clocks.png
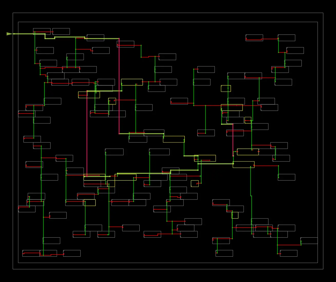
layer_met3.png
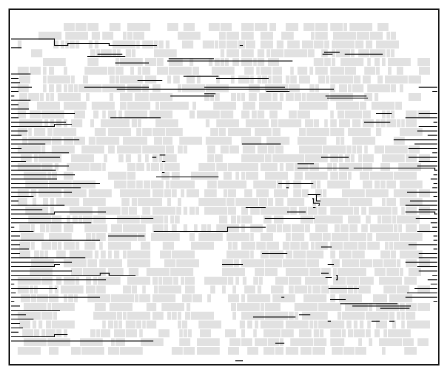
===== config.mk =====
export PLATFORM = sky130hd
export DESIGN_NAME = frost32_mem_access_unit
export DESIGN_NICKNAME = d
export VERILOG_FILES = /design/src/rtl/frost32_mem_access_unit_pkg.sv /design/src/rtl/frost32_mau_lane_align.sv /design/src/rtl/frost32_mem_access_unit.sv
export SDC_FILE = /design/constraint.sdc
export NUM_CORES = 1
export LEC_CHECK = 0
export ABC_AREA = 0
export CAP_MARGIN = 20
export CORE_AREA = 2 2 131 108
export DETAILED_ROUTE_END_ITERATION = 7
export DIE_AREA = 0 0 133 110
export PLACE_DENSITY_LB_ADDON = 0.12
export SYNTH_ARGS = -nofsm -noshare
export SYNTH_HDL_FRONTEND = slang
export SYNTH_SLANG_ARGS = --single-unit
export TNS_END_PERCENT = 5

===== constraint.sdc =====
create_clock -name clk -period 1.65 [get_ports clk]
set_clock_uncertainty 0.1 [all_clocks]
set_input_delay 0.2475 -clock clk [delete_from_list [all_inputs] [get_ports clk]]
set_output_delay 0.2475 -clock clk [all_outputs]
set_load 0.05 [all_outputs]

===== src/rtl/frost32_mem_access_unit_pkg.sv =====
// Shared types for the Frost32 memory-access unit.
// PkgFrost32Cpu carries the pipeline-wide access type; PkgFrost32Mau carries the unit's own types.
package PkgFrost32Cpu;
  typedef enum logic {
    DiatRead  = 1'b0,
    DiatWrite = 1'b1
  } DataInoutAccessType;
endpackage

package PkgFrost32Mau;
  import PkgFrost32Cpu::*;

  localparam int MAU_SIZE_W        = 2;
  localparam int MAU_NATIVE_ADDR_W = 32;
  localparam int MAU_NATIVE_DATA_W = 32;

  typedef enum logic [1:0] {
    StIdle,
    StBeat0,
    StBeat1,
    StDone
  } MauState;

  typedef enum logic [MAU_SIZE_W-1:0] {
    Dias8L  = 2'd0,
    Dias16L = 2'd1,
    Dias32L = 2'd2,
    Dias64L = 2'd3
  } DataInoutAccessLog2Size;

  // Request as seen by the native 32-bit Frost32 pipeline.
  typedef struct packed {
    logic [MAU_NATIVE_ADDR_W-1:0] addr;
    DataInoutAccessType           access_type;
    DataInoutAccessLog2Size       size;
    logic                         sign_ext;
    logic [MAU_NATIVE_DATA_W-1:0] wdata;
  } MauRequest;

  function automatic logic [7:0] mau_size_bytes(input logic [MAU_SIZE_W-1:0] size);
    return 8'd1 << size;
  endfunction
endpackage


===== src/rtl/frost32_mau_lane_align.sv =====
// Purpose: byte-lane alignment for the memory-access unit (byte enables, store shift, load merge/extend).
// Latency: purely combinational.
// Backpressure: none; inputs are held stable by the owning FSM while the bus stalls.
module frost32_mau_lane_align #(
  parameter  int DATA_WIDTH = 32,
  localparam int NUM_LANES  = DATA_WIDTH / 8,
  localparam int LANE_IDX_W = $clog2(NUM_LANES)
) (
  input  logic [LANE_IDX_W-1:0] offset,
  input  logic [1:0]            size,
  input  logic                  sign_ext,
  input  logic                  beat_sel,
  input  logic [DATA_WIDTH-1:0] wdata,
  input  logic [DATA_WIDTH-1:0] rdata_lo,
  input  logic [DATA_WIDTH-1:0] rdata_hi,
  output logic [NUM_LANES-1:0]  lane_en,
  output logic [DATA_WIDTH-1:0] lane_wdata,
  output logic [DATA_WIDTH-1:0] rdata_ext
);
  logic [NUM_LANES-1:0]    size_lanes;
  logic [DATA_WIDTH-1:0]   size_bits;
  logic [2*NUM_LANES-1:0]  en_wide;
  logic [2*DATA_WIDTH-1:0] wdata_wide;
  logic [DATA_WIDTH-1:0]   merged;
  logic                    msb;

  always_comb begin
    for (int i = 0; i < NUM_LANES; i++) begin
      size_lanes[i]        = (i < (1 << size));
      size_bits[i*8 +: 8]  = {8{size_lanes[i]}};
    end

    // Two words side by side: the low word is beat 0, the high word carries the spill-over.
    en_wide    = {{NUM_LANES{1'b0}}, size_lanes} << offset;
    wdata_wide = {{DATA_WIDTH{1'b0}}, wdata & size_bits} << {offset, 3'b000};
    lane_en    = beat_sel ? en_wide[2*NUM_LANES-1:NUM_LANES] : en_wide[NUM_LANES-1:0];
    lane_wdata = beat_sel ? wdata_wide[2*DATA_WIDTH-1:DATA_WIDTH] : wdata_wide[DATA_WIDTH-1:0];

    merged = DATA_WIDTH'({rdata_hi, rdata_lo} >> {offset, 3'b000});

    // Enabled lanes are contiguous from lane 0, so the last one holds the access MSB.
    msb = 1'b0;
    for (int i = 0; i < NUM_LANES; i++) begin
      if (size_lanes[i]) msb = merged[i*8+7];
    end
    for (int i = 0; i < NUM_LANES; i++) begin
      rdata_ext[i*8 +: 8] = size_lanes[i] ? merged[i*8 +: 8] : {8{sign_ext & msb}};
    end
  end
endmodule


===== src/rtl/frost32_mem_access_unit.sv =====
// Purpose: Frost32 load/store engine; one CPU request becomes one (or, with FROST32_MAU_MISALIGNED_SPLIT_EN, two) aligned bus beats.
// Latency: accept at T, beat at T+1, cpu_done at T+2; +1 per split beat, +1 per mem_stall cycle.
// Backpressure: cpu_ready only in idle; a beat holds all bus fields stable while mem_stall is high.
module frost32_mem_access_unit
  import PkgFrost32Cpu::*;
  import PkgFrost32Mau::*;
#(
  parameter  int DATA_WIDTH = 32,
  parameter  int ADDR_WIDTH = 32,
  localparam int NUM_LANES  = DATA_WIDTH / 8,
  localparam int LANE_IDX_W = $clog2(NUM_LANES),
  localparam int SIZE_W     = MAU_SIZE_W
) (
  input  logic                  clk,
  input  logic                  rst,
  input  logic                  cpu_req,
  output logic                  cpu_ready,
  input  logic [ADDR_WIDTH-1:0] cpu_addr,
  input  logic                  cpu_access_type,
  input  logic [SIZE_W-1:0]     cpu_access_size,
  input  logic                  cpu_sign_ext,
  input  logic [DATA_WIDTH-1:0] cpu_wdata,
  output logic [DATA_WIDTH-1:0] cpu_rdata,
  output logic                  cpu_done,
  output logic                  cpu_err,
  output logic                  mem_req,
  output logic                  mem_access_type,
  output logic [ADDR_WIDTH-1:0] mem_addr,
  output logic [DATA_WIDTH-1:0] mem_wdata,
  output logic [NUM_LANES-1:0]  mem_byte_en,
  input  logic [DATA_WIDTH-1:0] mem_rdata,
  input  logic                  mem_stall
);
  typedef struct packed {
    logic [ADDR_WIDTH-1:0]  addr;
    DataInoutAccessType     access_type;
    DataInoutAccessLog2Size size;
    logic                   sign_ext;
    logic [DATA_WIDTH-1:0]  wdata;
  } req_t;

  MauState               state_q, state_d;
  req_t                  req_q;
  logic                  err_q;
  logic [DATA_WIDTH-1:0] rbuf0_q;
  logic [DATA_WIDTH-1:0] rbuf1;
  logic                  accept;
  logic                  size_err;
  logic                  bad_req;
  logic                  beat_sel;
  logic [LANE_IDX_W-1:0] in_off;
  logic [ADDR_WIDTH-1:0] word_addr;
  logic [NUM_LANES-1:0]  lane_en;
  logic [DATA_WIDTH-1:0] lane_wdata;
  logic [DATA_WIDTH-1:0] rdata_ext;

  assign accept    = cpu_req && (state_q == StIdle);
  assign in_off    = cpu_addr[LANE_IDX_W-1:0];
  assign size_err  = int'(cpu_access_size) > LANE_IDX_W;
  assign word_addr = {req_q.addr[ADDR_WIDTH-1:LANE_IDX_W], {LANE_IDX_W{1'b0}}};

`ifdef FROST32_MAU_MISALIGNED_SPLIT_EN
  logic                  in_spill;
  logic                  spill_q;
  logic [DATA_WIDTH-1:0] rbuf1_q;
  logic [ADDR_WIDTH-1:0] next_addr;

  assign in_spill  = ({2'b00, in_off} + (LANE_IDX_W+2)'(mau_size_bytes(cpu_access_size)))
                     > (LANE_IDX_W+2)'(NUM_LANES);
  assign bad_req   = size_err;
  assign next_addr = word_addr + ADDR_WIDTH'(NUM_LANES);
  assign rbuf1     = rbuf1_q;
  assign beat_sel  = (state_q == StBeat1);
`else
  logic [LANE_IDX_W-1:0] size_mask;

  assign size_mask = LANE_IDX_W'(mau_size_bytes(cpu_access_size) - 8'd1);
  assign bad_req   = size_err || ((in_off & size_mask) != '0);
  assign rbuf1     = '0;
  assign beat_sel  = 1'b0;
`endif

  always_ff @(posedge clk) begin
    if (rst) begin
      state_q <= StIdle;
      req_q   <= '0;
      err_q   <= 1'b0;
      rbuf0_q <= '0;
`ifdef FROST32_MAU_MISALIGNED_SPLIT_EN
      spill_q <= 1'b0;
      rbuf1_q <= '0;
`endif
    end else begin
      state_q <= state_d;
      if (accept) begin
        req_q <= '{addr:        cpu_addr,
                   access_type: DataInoutAccessType'(cpu_access_type),
                   size:        DataInoutAccessLog2Size'(cpu_access_size),
                   sign_ext:    cpu_sign_ext,
                   wdata:       cpu_wdata};
        err_q <= bad_req;
`ifdef FROST32_MAU_MISALIGNED_SPLIT_EN
        spill_q <= in_spill;
`endif
      end
      if ((state_q == StBeat0) && !mem_stall) rbuf0_q <= mem_rdata;
`ifdef FROST32_MAU_MISALIGNED_SPLIT_EN
      if ((state_q == StBeat1) && !mem_stall) rbuf1_q <= mem_rdata;
`endif
    end
  end

  always_comb begin
    state_d         = state_q;
    cpu_ready       = 1'b0;
    cpu_done        = 1'b0;
    cpu_err         = 1'b0;
    cpu_rdata       = '0;
    mem_req         = 1'b0;
    mem_access_type = DiatRead;
    mem_addr        = '0;
    mem_wdata       = '0;
    mem_byte_en     = '0;
    unique case (state_q)
      StIdle: begin
        cpu_ready = 1'b1;
        if (cpu_req) state_d = bad_req ? StDone : StBeat0;
      end
      StBeat0: begin
        mem_req         = 1'b1;
        mem_access_type = req_q.access_type;
        mem_addr        = word_addr;
        mem_byte_en     = lane_en;
        if (req_q.access_type == DiatWrite) mem_wdata = lane_wdata;
`ifdef FROST32_MAU_MISALIGNED_SPLIT_EN
        if (!mem_stall) state_d = spill_q ? StBeat1 : StDone;
`else
        if (!mem_stall) state_d = StDone;
`endif
      end
`ifdef FROST32_MAU_MISALIGNED_SPLIT_EN
      StBeat1: begin
        mem_req         = 1'b1;
        mem_access_type = req_q.access_type;
        mem_addr        = next_addr;
        mem_byte_en     = lane_en;
        if (req_q.access_type == DiatWrite) mem_wdata = lane_wdata;
        if (!mem_stall) state_d = StDone;
      end
`endif
      StDone: begin
        cpu_done = 1'b1;
        cpu_err  = err_q;
        if (!err_q && (req_q.access_type == DiatRead)) cpu_rdata = rdata_ext;
        state_d  = StIdle;
      end
      default: state_d = StIdle;
    endcase
  end

  frost32_mau_lane_align #(
    .DATA_WIDTH(DATA_WIDTH)
  ) u_align (
    .offset     (req_q.addr[LANE_IDX_W-1:0]),
    .size       (req_q.size),
    .sign_ext   (req_q.sign_ext),
    .beat_sel   (beat_sel),
    .wdata      (req_q.wdata),
    .rdata_lo   (rbuf0_q),
    .rdata_hi   (rbuf1),
    .lane_en    (lane_en),
    .lane_wdata (lane_wdata),
    .rdata_ext  (rdata_ext)
  );
endmodule

==> flow_summary.yaml <==
# implementation run metrics
yosys:
  yosysChipArea_um2: 5210
  synth.area.top_cells: "dfxtp_1, nand2_1, a21oi_1, and2_1, mux2i_1"
  synthCells: 726
  synthArstFlopShare: 0
  yosysTopAreaCellShare: 0.396
  ys_sh_aoi: 0.189
critical_path:
  path_depth: 6
  r2r-start: "state_q[1]"
  timing.rr.end: "rbuf0_q[10]"
  path_cells: "buf_6 -> o221a_4 -> a211o_4 -> clkbuf_16 -> nand2_2 -> buf_6"
  reg2reg_slack_ns: 0.06
  max_stage_delay_ns: 0.38
  reg2reg_depth: 7
  path_max_fanout: 8
cells_and_area:
  final_cell_mix: "nand2_1, a21oi_1, clkdlybuf4s50_1"
  logic_gates: 561
  final_util: 0.751
  inv_count: 3
  clk_share: 0.0293
  reg.largest.list: "req_q (68), rbuf0_q (32), state_q (2)"
  antenna_cells: 0
drt:
  met3_length_mm: 1.66
  ant_nets: 0
power:
  cellLeakagePower_nw: 3.70
  p_clk_frac: 0.313
  intPower_mw: 4.64
  switching_share: 0.312
  clock_power_mw: 2.11
outcome:
  status: "finished with violations"
  violations: "negative setup slack"
clock_tree:
  cts_resized: 94
  htree_num_levels: 3
timing:
  fmax_mhz: 446
  setup_viol: 100
  setup_slack_ns: -0.593
run:
  max-cap-violations: 0
floorplan:
  core_um2: 13300
global_route:
  grt-ovfl-total: 0
min_path:
  hold_end: "req_q[65]"
About clocks.png:
Worst-Skew Late Latency: 0.34 ns
CTS sink count: 103

About layer_met3.png:
nets with wire on the layer = 151
wire length on this layer = 1660 um
longest straight run = 67.2 um
main direction = horizontal
share of all routed wire = 8.5%
met3 Usage GRT: 0.0837
routed vias: 6007
WL final: 19.6 mm

Power is estimated from default activity; no workload was simulated.
